cell_classes.png
Drawn at 10 px/um.
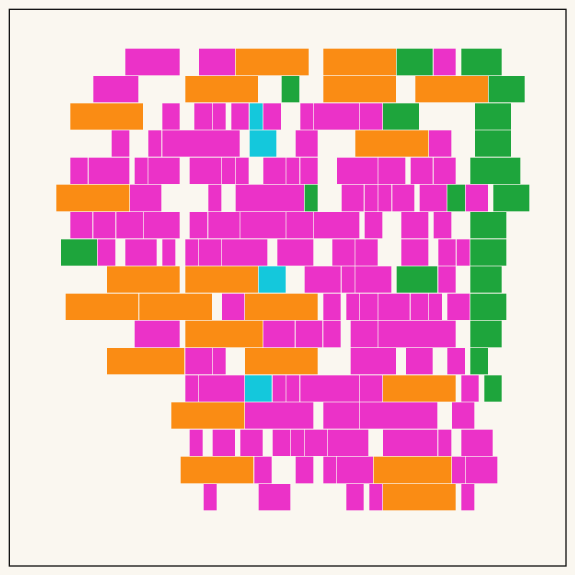
wire_density.png
Drawn at 4 px/um. The die is cut into 11 by 11 equal tiles; dark purple is low, yellow is high, scaled to the fullest tile. Values are wire area over tile area, all layers added.
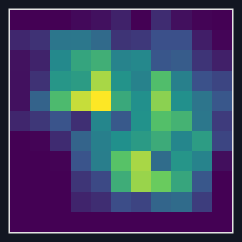
pins.png
Drawn at 6 px/um. Pins as bars across the die edge, other pins in grey.
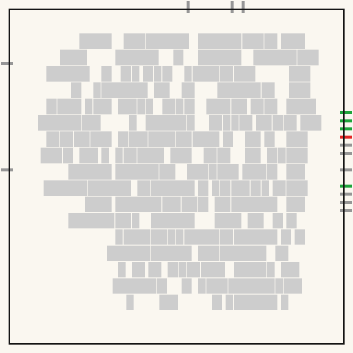
met3.png
Drawn at 8 px/um.
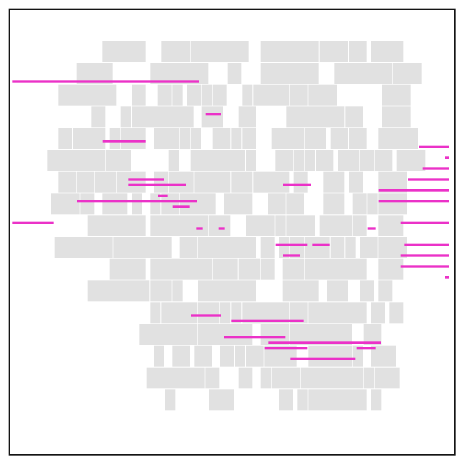
==> config.mk <==
export PLATFORM = sky130hd
export DESIGN_NAME = lp_pwr_seq
export DESIGN_NICKNAME = d
export VERILOG_FILES = /design/src/rtl/lp_ctrl_pkg.sv /design/src/rtl/lp_dly_cnt.sv /design/src/rtl/lp_pwr_seq.sv
export SDC_FILE = /design/constraint.sdc
export NUM_CORES = 1
export LEC_CHECK = 0
export CAP_MARGIN = 40
export CORE_MARGIN = 3
export CORE_UTILIZATION = 50
export DETAILED_ROUTE_END_ITERATION = 10
export GPL_TIMING_DRIVEN = 0
export PLACE_DENSITY = 0.8
export SETUP_SLACK_MARGIN = 0.1
export SYNTH_ARGS = -nofsm -noshare
export SYNTH_HDL_FRONTEND = slang
export SYNTH_SLANG_ARGS = --single-unit
==> constraint.sdc <==
create_clock -name clk -period 1.9 [get_ports clk]
set_input_delay 0.19 -clock clk [delete_from_list [all_inputs] [get_ports clk]]
set_output_delay 0.19 -clock clk [all_outputs]
set_load 0.03 [all_outputs]
==> flow_metrics.py <==
# Synthesis and PnR figures
metrics = {
    "final_layout": {
        "nClkBuffers": 4,
        "nNetsFinal": 173,
        "sh_comb_area": 0.548,
        "clkCellAreaFrac": 0.0171,
        "inv_count": 8,
        "buffer_area_frac": 0.116,
        "register_area_sq_um": 424,
        "drive_above_1_share": 0.207,
        "syn2layout_area_growth_pct": 25.2,
    },
    "setup_path": {
        "r2r_slack_ns": 0.09,
        "crit_type": "reg -> reg",
        "cp_max_fo": 4,
        "crit_slowest_cell": "or4_4",
        "worst_ep_arrival_time_ns": 2.06,
        "cp_num_buf_inv": 0,
        "critPathMaxStageDelay_ns": 0.58,
        "path_delay_family": "simple AND/OR/NAND/NOR gates",
        "startpoint_type": "register",
        "crit_path_cell_trace": "or4_4 > or4b_1 > a21oi_1 > o21ba_1",
    },
    "final_timing": {
        "hold_ws_ns": 0.509,
        "relSlewSlack": 0.642,
        "worst_pin_slew_ns": 0.535,
        "slew_violations": 0,
        "finalHoldViolations": 0,
        "finalCriticalPeriod_ns": 1.81,
        "setup_tns_ns": 0,
        "setup_ws_ns": 0.0939,
        "setup_viol": 0,
        "fin_worst_skew_ns": 0.00224,
        "fmax_mhz": 554,
    },
    "place": {
        "place_ws_ns": -0.116,
        "hpwl_um": 2040,
        "dpl_cell_area_sq_um": 1420,
        "gp_congestion": 0.821,
    },
    "clocking": {
        "root_buffer": "clkbuf_4",
        "clock-sinks": 21,
        "cts_hold_buf": 0,
        "cts_tree": "done",
        "post_cts_resize_count": 14,
        "cts_buffer_depth": 2,
        "numCtsBuffers": 3,
        "clock_latency_ns": 0.30,
        "cts_setup_buffers": 0,
    },
    "power": {
        "clk-power_mw": 0.211,
        "p_clk_frac": 0.081,
        "total_leakage_power_nw": 0.571,
        "seqPwrFrac": 0.303,
        "switching_share": 0.467,
        "powerSeq_mw": 0.796,
        "pg_comb_mw": 1.62,
        "p_sw_mw": 1.22,
        "p_total_mw": 2.62,
    },
    "logic_synthesis": {
        "topCombFamilyByArea": "simple AND/OR/NAND/NOR gates",
        "largest_area_cell": "dfxtp_1",
        "top_cell": "dfxtp_1",
        "top_cells_by_area": "dfxtp_1 (34%), xnor2_1 (5.0%), a21oi_1 (4.5%)",
        "ys_cells": 144,
        "yosys.area.top_type_share": 0.343,
        "compound_area_frac": 0.184,
        "ys_chip_area_sq_um": 1230,
        "syn_area_sq_um": 1230,
        "syn-num-nets": 152,
        "yosys_warnings": 0,
        "ys_sh_simple": 0.307,
        "ff_type": "dfxtp_1",
        "synthArstFlopShare": 0,
        "ys_sh_mux": 0.0173,
        "syn_inst": 144,
        "xor_area_frac": 0.0571,
    },
    "route": {
        "dr.first_iter.drc_count": 32,
        "met2_length_um": 1450,
        "routed-wl-met3_um": 174,
        "viasPerCell": 6.06,
        "route.detailed.drc": 0,
        "met1_length_um": 1360,
    },
    "hold_path": {
        "worstHoldPathCells": 2,
    },
    "global_route": {
        "grt_max_degree": 12,
        "grt_pass1_wl_um": 4770,
        "antenna_found_initial": 0,
        "gr-total-overflow": 0,
        "met1_usage": 0.249,
    },
    "status": {
        "status": "completed",
    },
    "job": {
        "maxCapViolCount": 0,
    },
    "floorplanning": {
        "n_tap_cell": 28,
        "dieArea_sq_um": 3080,
    },
}
## Picture notes: cell_classes.png
legend:
  clock drivers and dummy loads:
    colour: cyan
    cells: 4
    share_of_their_area: 1.8%
  flip-flops:
    colour: orange
    cells: 21
    share_of_their_area: 28%
  all other logic:
    colour: magenta
    cells: 119
    share_of_their_area: 58%
  other buffers and delay cells:
    colour: green
    cells: 20
    share_of_their_area: 12%
row cnt: 17
Final Instance Area: 1540 sq um
CORE AREA: 2280 sq um
sequential fraction of total cell area: 0.276
fin util: 0.675

## Picture notes: wire_density.png
tiles over half the peak: 21%
emptiest ninth of the die: bottom left
fullest tile: 0.58
densest ninth of the die: middle
nearly empty tiles: 26%
overall routing resource usage: 0.189
WL per Instance: 15.8 um
vias: 1163
WL final: 3040 um

## Picture notes: pins.png
legend:
  restore:
    colour: red
    pins: 1
    direction: output
    edge: right
  state:
    colour: green
    pins: 4
    direction: output
    edge: right
all pins by edge: 11 right, 3 top, 2 left
Die Span Y: 55.5 um
Buffers on Ports: 15
DIE WIDTH: 55.5 um

## Picture notes: met3.png
wire length on this layer: 174 um
nets with wire on the layer: 30
longest straight run: 23.0 um
GRT met3 Usage: 0.0280

No activity file was given, so power comes from the tool's default toggle rates.
